--- src/rtl/adc_frontend_pkg.sv ---
// Shared encodings and sizing helpers for the ADC front-end filter.
// Imported by adc_frontend_filter and adc_chan_accum.
package adc_frontend_pkg;

    localparam int unsigned ADC_W          = 16;
    localparam int unsigned CUR_OFFSET_DEF = 32768;

    localparam logic CH_VOLT = 1'b0;
    localparam logic CH_CURR = 1'b1;

    typedef enum logic {
        ACQ     = 1'b0,
        PUBLISH = 1'b1
    } fsm_state_e;

    // Accumulator width for 2^avg_log2 samples; signed sums carry one extra bit.
    function automatic int unsigned acc_width(input int unsigned avg_log2, input bit is_signed);
        return ADC_W + avg_log2 + (is_signed ? 32'd1 : 32'd0);
    endfunction

endpackage

--- src/rtl/adc_chan_accum.sv ---
// Per-channel boxcar accumulator: sums up to 2^N_LOG2 accepted samples and
// discards any further samples until cleared.
module adc_chan_accum
    import adc_frontend_pkg::*;
#(
    parameter int unsigned N_LOG2    = 4,
    parameter int unsigned IN_W      = ADC_W,
    parameter bit          IS_SIGNED = 1'b0,
    parameter int unsigned ACC_W     = acc_width(N_LOG2, IS_SIGNED)
) (
    input  logic             clk,
    input  logic             rst,
    input  logic             acc_en_i,
    input  logic             clr_i,
    input  logic [IN_W-1:0]  data_i,
    output logic [ACC_W-1:0] sum_o,
    output logic             full_o,
    output logic             last_o
);

    localparam int unsigned      CNT_W  = N_LOG2 + 1;
    localparam logic [CNT_W-1:0] CNT_N  = CNT_W'(1 << N_LOG2);
    localparam logic [CNT_W-1:0] CNT_NM1 = CNT_W'((1 << N_LOG2) - 1);

    logic [ACC_W-1:0] sum_q, sum_d;
    logic [CNT_W-1:0] cnt_q, cnt_d;
    logic [ACC_W-1:0] ext;

    always_comb begin
        if (IS_SIGNED) begin
            ext = ACC_W'($signed(data_i));
        end else begin
            ext = ACC_W'(data_i);
        end
    end

    assign full_o = (cnt_q == CNT_N);
    // High while the sample that fills this channel is being accepted.
    assign last_o = acc_en_i && !clr_i && (cnt_q == CNT_NM1);
    assign sum_o  = sum_q;

    always_comb begin
        sum_d = sum_q;
        cnt_d = cnt_q;
        if (clr_i) begin
            sum_d = '0;
            cnt_d = '0;
        end else if (acc_en_i && !full_o) begin
            sum_d = sum_q + ext;
            cnt_d = cnt_q + CNT_W'(1);
        end
    end

    always_ff @(posedge clk or posedge rst) begin
        if (rst) begin
            sum_q <= '0;
            cnt_q <= '0;
        end else begin
            sum_q <= sum_d;
            cnt_q <= cnt_d;
        end
    end

endmodule

--- src/rtl/adc_frontend_filter.sv ---
// ADC front-end: averages interleaved voltage/current samples, converts current
// to signed 0.1 A units, publishes a coherent pair and flags a stalled stream.
module adc_frontend_filter
    import adc_frontend_pkg::*;
#(
    parameter int unsigned AVG_LOG2    = 4,
    parameter int unsigned CUR_OFFSET  = CUR_OFFSET_DEF,
    parameter int unsigned I_DEADBAND  = 2,
    parameter int unsigned TIMEOUT_CYC = 100000
) (
    input  logic                    clk,
    input  logic                    rst,
    input  logic                    adc_valid,
    input  logic                    adc_chan,
    input  logic [ADC_W-1:0]        adc_data,
    output logic                    adc_ready,
    output logic [ADC_W-1:0]        voltage,
    output logic signed [ADC_W-1:0] current,
    output logic                    out_valid,
    output logic                    stale
);

    localparam int unsigned VW     = acc_width(AVG_LOG2, 1'b0);
    localparam int unsigned IW     = acc_width(AVG_LOG2, 1'b1);
    localparam int unsigned IDLE_W = $clog2(TIMEOUT_CYC + 1);
    localparam logic [IDLE_W-1:0] IDLE_MAX = IDLE_W'(TIMEOUT_CYC);
    localparam logic [IDLE_W-1:0] IDLE_HIT = IDLE_W'(TIMEOUT_CYC - 1);
    localparam logic signed [16:0] DB      = 17'(I_DEADBAND);

    fsm_state_e               state_q;
    logic                     ready_q;
    logic [IDLE_W-1:0]        idle_q, idle_d;
    logic                     pub_q;
    logic [ADC_W-1:0]         v_avg_q;
    logic signed [ADC_W-1:0]  i_avg_q;
    logic [ADC_W-1:0]         volt_q;
    logic signed [ADC_W-1:0]  curr_q;
    logic                     out_valid_q;
    logic                     stale_q;

    logic                     accept, v_en, i_en, clr, hit, done;
    logic signed [16:0]       i_diff;
    logic signed [ADC_W-1:0]  i_samp;
    logic [VW-1:0]            v_sum;
    logic signed [IW-1:0]     i_sum;
    logic                     v_full, v_last, i_full, i_last;
    logic signed [IW-1:0]     i_shift;
    logic signed [ADC_W-1:0]  i_sat, i_db;
    logic signed [16:0]       i_ext;
    logic [ADC_W-1:0]         v_avg;

    // Clamp a wide signed value into the 16-bit signed range.
    function automatic logic signed [ADC_W-1:0] sat16(input logic signed [IW-1:0] x);
        logic [IW-16:0] hi;
        hi = x[IW-1:15];
        if (hi == '0 || hi == '1) begin
            return $signed(x[15:0]);
        end
        return x[IW-1] ? 16'sh8000 : 16'sh7fff;
    endfunction

    always_comb begin
        accept = adc_valid && ready_q;
        v_en   = accept && (adc_chan == CH_VOLT);
        i_en   = accept && (adc_chan == CH_CURR);
        i_diff = $signed({1'b0, adc_data}) - $signed(17'(CUR_OFFSET));
        i_samp = sat16(IW'(i_diff));
        // An acceptance in the same cycle suppresses the timeout.
        hit    = (state_q == ACQ) && !accept && (idle_q == IDLE_HIT);
        clr    = (state_q == PUBLISH) || hit;
        done   = (state_q == ACQ) && (v_full || v_last) && (i_full || i_last);

        idle_d = idle_q;
        if (accept || (state_q == PUBLISH)) begin
            idle_d = '0;
        end else if (idle_q != IDLE_MAX) begin
            idle_d = idle_q + IDLE_W'(1);
        end

        v_avg   = ADC_W'(v_sum >> AVG_LOG2);
        i_shift = i_sum >>> AVG_LOG2;
        i_sat   = sat16(i_shift);
        i_ext   = 17'(i_sat);
        i_db    = i_sat;
        if ((i_ext <= DB) && (i_ext >= -DB)) begin
            i_db = '0;
        end
    end

    adc_chan_accum #(
        .N_LOG2    (AVG_LOG2),
        .IN_W      (ADC_W),
        .IS_SIGNED (1'b0),
        .ACC_W     (VW)
    ) u_vacc (
        .clk      (clk),
        .rst      (rst),
        .acc_en_i (v_en),
        .clr_i    (clr),
        .data_i   (adc_data),
        .sum_o    (v_sum),
        .full_o   (v_full),
        .last_o   (v_last)
    );

    adc_chan_accum #(
        .N_LOG2    (AVG_LOG2),
        .IN_W      (ADC_W),
        .IS_SIGNED (1'b1),
        .ACC_W     (IW)
    ) u_iacc (
        .clk      (clk),
        .rst      (rst),
        .acc_en_i (i_en),
        .clr_i    (clr),
        .data_i   (i_samp),
        .sum_o    (i_sum),
        .full_o   (i_full),
        .last_o   (i_last)
    );

    // Averages are captured in PUBLISH and presented on the following edge.
    always_ff @(posedge clk or posedge rst) begin
        if (rst) begin
            state_q     <= ACQ;
            ready_q     <= 1'b0;
            idle_q      <= '0;
            pub_q       <= 1'b0;
            v_avg_q     <= '0;
            i_avg_q     <= '0;
            volt_q      <= '0;
            curr_q      <= '0;
            out_valid_q <= 1'b0;
            stale_q     <= 1'b0;
        end else begin
            pub_q  <= 1'b0;
            idle_q <= idle_d;
            case (state_q)
                ACQ: begin
                    if (done) begin
                        state_q <= PUBLISH;
                        ready_q <= 1'b0;
                    end else begin
                        ready_q <= 1'b1;
                    end
                end
                PUBLISH: begin
                    state_q <= ACQ;
                    ready_q <= 1'b1;
                    v_avg_q <= v_avg;
                    i_avg_q <= i_db;
                    pub_q   <= 1'b1;
                end
                default: begin
                    state_q <= ACQ;
                    ready_q <= 1'b0;
                end
            endcase
            out_valid_q <= pub_q;
            if (pub_q) begin
                volt_q <= v_avg_q;
                curr_q <= i_avg_q;
            end
            if (pub_q) begin
                stale_q <= 1'b0;
            end else if (hit) begin
                stale_q <= 1'b1;
            end
        end
    end

    assign adc_ready = ready_q;
    assign voltage   = volt_q;
    assign current   = curr_q;
    assign out_valid = out_valid_q;
    assign stale     = stale_q;

endmodule

--- config.mk ---
export PLATFORM = sky130hd
export DESIGN_NAME = adc_frontend_filter
export DESIGN_NICKNAME = d
export VERILOG_FILES = /design/src/rtl/adc_frontend_pkg.sv /design/src/rtl/adc_chan_accum.sv /design/src/rtl/adc_frontend_filter.sv
export SDC_FILE = /design/constraint.sdc
export NUM_CORES = 1
export LEC_CHECK = 0
export CORE_UTILIZATION = 64
export DETAILED_ROUTE_END_ITERATION = 12
export PLACE_DENSITY = 0.84
export SKIP_LAST_GASP = 1
export SYNTH_ARGS = -nofsm -noshare
export SYNTH_HDL_FRONTEND = slang
export SYNTH_SLANG_ARGS = --single-unit
--- constraint.sdc ---
create_clock -name clk -period 10.3 [get_ports clk]
set_clock_uncertainty 0.2 [all_clocks]
set_input_delay 2.575 -clock clk [delete_from_list [all_inputs] [get_ports clk]]
set_output_delay 2.575 -clock clk [all_outputs]
set_load 0.01 [all_outputs]
**Run 1: track usage over the die**

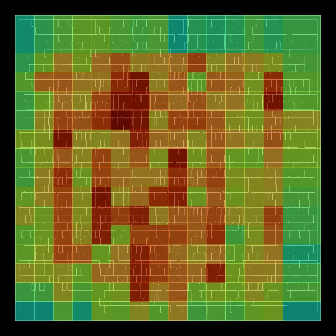
met2 routing resource usage after global routing: 48.4%
post-layout util: 76.4%
Routed WL per cell: 17.4 um
global-route met1 utilization: 37.7%
met3 usage in global routing: 8.05%

**Run 1: layout detail**

Window x 35 to 75, y 57 to 97 um. Cells in gray, sequential cells in the stronger gray; small squares are vias.
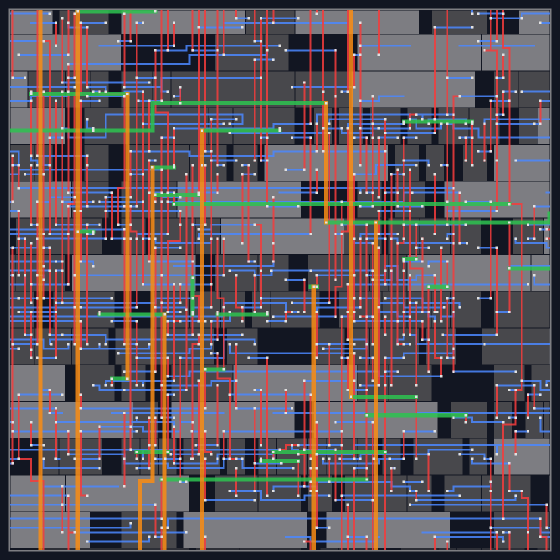
met3: in green. met2: in red. met4: in orange. met1: in blue.
Most frequent: dfrtp_1 (20), nand2_1 (11), a21oi_1 (10). Netlist names of flops here include u_vacc.sum_o (7), u_vacc.cnt_q (5), v_avg_q (3). Sequential cells in the window: 20. 132 logic cells have their middle in the window.

==> qor.rpt, run 1 <==
=================================================================================
Top Layout Cells                                                     137 x dfrtp_1, 69 x nand2_1, 58 x a21oi_1
Source-to-sink clock delay at the later pin of the worst-skew pair        0.42 ns
Average vias per placed instance                                             6.11
Setup repair after global routing missed its margin                            no
IR drop worst, VDD                                                     0.000181 V
Clock-cell share of area                                                    6.47%
Logic gate fraction of the total cell area                                  43.7%
Total global-route track usage                                              29.9%
Launch point of the worst path                                          adc_valid
Net count after synthesis                                                     827
CP max-delay cell                                                           or2_2
Max capacitance violation total                                                 0
Post-Route Hold Slack                                                    0.302 ns
Register clock-pin slew on the reported worst setup and hold paths        0.05 ns
Relative max-transition margin                                              33.1%
Post-cts resize count                                                           0
Result of the run                                                    finished, final reports clean
Final number of hold-violating endpoints                                        0
Initial antenna violation count                                                 0
Sequential cell area fraction in the yosys report                           45.7%
Average footprint of a synthesized cell                                  9.88 um2
Sum of routed wire segments on met1                                       7290 um
GR peak layer                                                                met2
Biggest cell delay along the critical path                                0.82 ns
FILL cells                                                                    780
Vertical die dimension                                                     110 um
Vias in the first global route                                               5794
Worst r2r src                                                        state_q$_DFF_PP0_
Final weighted congestion in routability-driven placement                   0.931
Area after detailed placement                                         0.00816 mm2
Transition time at the pin with the least slew margin                     1.00 ns
Share of flip-flops with an asynchronous set or reset                        100%
Warning total across the stage logs                                            30
Launching element type of the critical path                             input pin
Clock Sink Count                                                              137
Maximum clock rate                                                      0.183 GHz
GR Overflow Total                                                               0
Chip area                                                              0.0122 mm2
Yosys Instances                                                               759
Fraction of the cycle the final worst path needs                            53.0%
Worst slack at placement                                                  4.43 ns
Flip-flop and latch share of the layout cell area                           39.3%
Synth-to-layout area growth                                                 16.3%
Standard cell core area                                                0.0114 mm2
=================================================================================
**Run 1: gate-type map**

Drawn at 4 px/um.
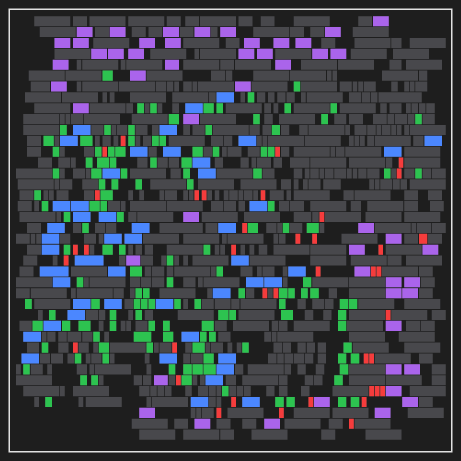
inverting AOI/OAI gates: in green, cells 133. multiplexers: in purple, cells 51, where spread over the die. adder and majority cells: in blue, cells 48. inverters: in red, cells 39.

**Run 1: sequential cells grouped by signal name**

Drawn at 4 px/um.
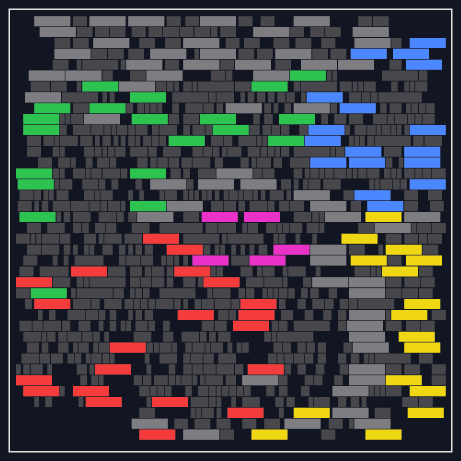
u_iacc.sum_o: in red, placed flops 21. current: in yellow, placed flops 16. u_iacc.cnt_q: in magenta, placed flops 5, where center. u_vacc.sum_o: in green, placed flops 20. idle_q: in blue, placed flops 17.
Another 58 sequential cells are not colored.

[run 1: worst max-delay path: cells and delay by family]
kind | cells | cell delay (ns)
AOI/OAI and AO/OA | 1 | 0.04
and+or+nand+nor | 6 | 2.49
buffers and inverters | 1 | 0.45
[run 1: cell families after synthesis]
| family | after synthesis | share of synthesized area, % |
|---|---|---|
| xor+xnor | 40 | 4.67 |
| fa+ha+maj | 48 | 8.21 |
| flops | 137 | 45.7 |
| mux | 51 | 7.61 |
| simple gates | 255 | 17.0 |
| compound gates | 159 | 13.2 |
| buf+inv | 69 | 3.55 |
[run 1: power breakdown]
part	switching, W	total [W]	internal, W
logic	0.000474	0.000870	0.000395
registers	0.000144	0.000820	0.000677
clock network	0.000216	0.000582	0.000366
**Run 1: M2 wires**

Drawn at 2 px/um.
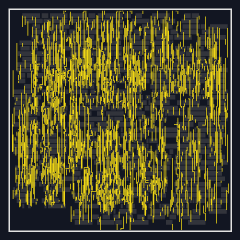

==> inputs of run 2 (changes only) <==
- CORE_UTILIZATION: 64 -> 59
- PLACE_DENSITY: 0.84 -> 0.78
- clock period: 10.3 -> 5.7 ns (I/O delays scaled with it)
**Run 2: M2 wires**

Drawn at 2 px/um.
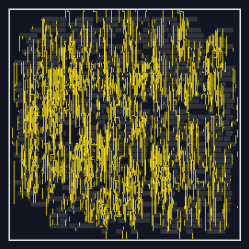
The layer carries 8300 um of wire. The layer holds 48% of the routed length. The longest straight run is 54.4 um.

==> qor.rpt, run 2 <==
==================================================================================
Logic gate fraction of the total cell area                                   43.3%   -0.44 points
Clock-cell share of area                                                     6.95%   +0.47 points
Top Layout Cells                                                      137 x dfrtp_1, 69 x nand2_1, 58 x a21oi_1
Area fraction in xor and xnor cells                                          4.67%   unchanged
Relative max-transition margin                                               32.5%   -0.55 points
Register clock-pin slew on the reported worst setup and hold paths         0.06 ns   about the same
Area after detailed placement                                          0.00820 mm2   +0.51%
Clock Sink Count                                                               137   unchanged
Number of stages on the worst hold path                                          1
Launching element type of the critical path                              input pin
Launch point of the worst path                                           adc_valid
Post-cts resize count                                                            0   unchanged
Final number of hold-violating endpoints                                         0   unchanged
Synth-to-layout area growth                                                  17.5%
Net count after synthesis                                                      827   unchanged
Flip-flop count of the largest register, all copies and words added             21
Worst slack at placement                                                   1.16 ns   -3.27 ns
Transition time at the pin with the least slew margin                      1.01 ns   +0.00830 ns
Logic family by area                                                  simple AND/OR/NAND/NOR gates
IR drop worst, VDD                                                      0.000278 V   +53%
CP max-delay cell                                                           or4b_2
Met3 usage in global routing                                                 5.75%   -2.3 points
Max capacitance violation total                                                  0   unchanged
Synth Area in Compound Gates                                                 13.2%   unchanged
Cell count along the critical path                                               8   unchanged
Average footprint of a synthesized cell                                   9.88 um2   unchanged
Chip area                                                               0.0132 mm2   +8.3%
Standard cell core area                                                 0.0122 mm2   +6.9%
Total global-route track usage                                               28.6%   -1.3 points
Setup repair after global routing missed its margin                             no
Worst r2r src                                                         state_q$_DFF_PP0_
Source-to-sink clock delay at the later pin of the worst-skew pair         0.42 ns   about the same
Sequential cell area fraction in the yosys report                            45.7%   unchanged
Yosys Instances                                                                759   unchanged
Met2 routing resource usage after global routing                             45.4%   -2.9 points
Average vias per placed instance                                              6.08   -0.43%
FILL cells                                                                     923   +18%
CP top delay family                                                   simple AND/OR/NAND/NOR gates
Biggest cell delay along the critical path                                 0.71 ns   -0.11 ns
Fraction of the cycle the final worst path needs                             72.8%
Mux frac, synth                                                              7.61%   unchanged
GR Overflow Total                                                                0   unchanged
Vertical die dimension                                                      115 um   +4.1%
Maximum clock rate                                                       0.241 GHz
Synthesized-area fraction occupied by adder cells                            8.21%   unchanged
Flip-flop and latch share of the layout cell area                            38.9%   -0.40 points
Result of the run                                                     finished, final reports clean
Initial antenna violation count                                                  0   unchanged
Cells after synthesis                                                          759
Share of flip-flops with an asynchronous set or reset                         100%   unchanged
Post-Route Hold Slack                                                     0.303 ns   +0.000700 ns
Warning total across the stage logs                                             32   +6.7%
FP Core Util                                                                 61.4%
Post-layout util                                                             72.1%   -4.2 points
Global-route met1 utilization                                                36.9%   -0.73 points
Buffers and inverters on the worst path                                          1   unchanged
==================================================================================
[run 2: metal layers]
layer	up-vias	share of wire [%]
met5	-	0
met4	0	3.9
met3	56	5.2
met2	207	48
met1	2946	43
li1	2806	-
[run 2: cells by family after synthesis]
family	Yosys count
flip-flops	137
AND/OR/NAND/NOR	255
multiplexers	51
XOR/XNOR	40
adder cells (fa/ha/maj)	48
AND-OR/OR-AND	159
buffers and inverters	69
[run 2: power breakdown]
group	internal (W)	switching [W]	leakage, nW
Sequential	0.00122	0.000262	1.80
Combinational	0.000715	0.000870	1.96
Clock	0.000719	0.000408	0.294
Total	0.00266	0.00154	4.06
Power figures rest on the tool's default switching activity, not on a simulated workload.
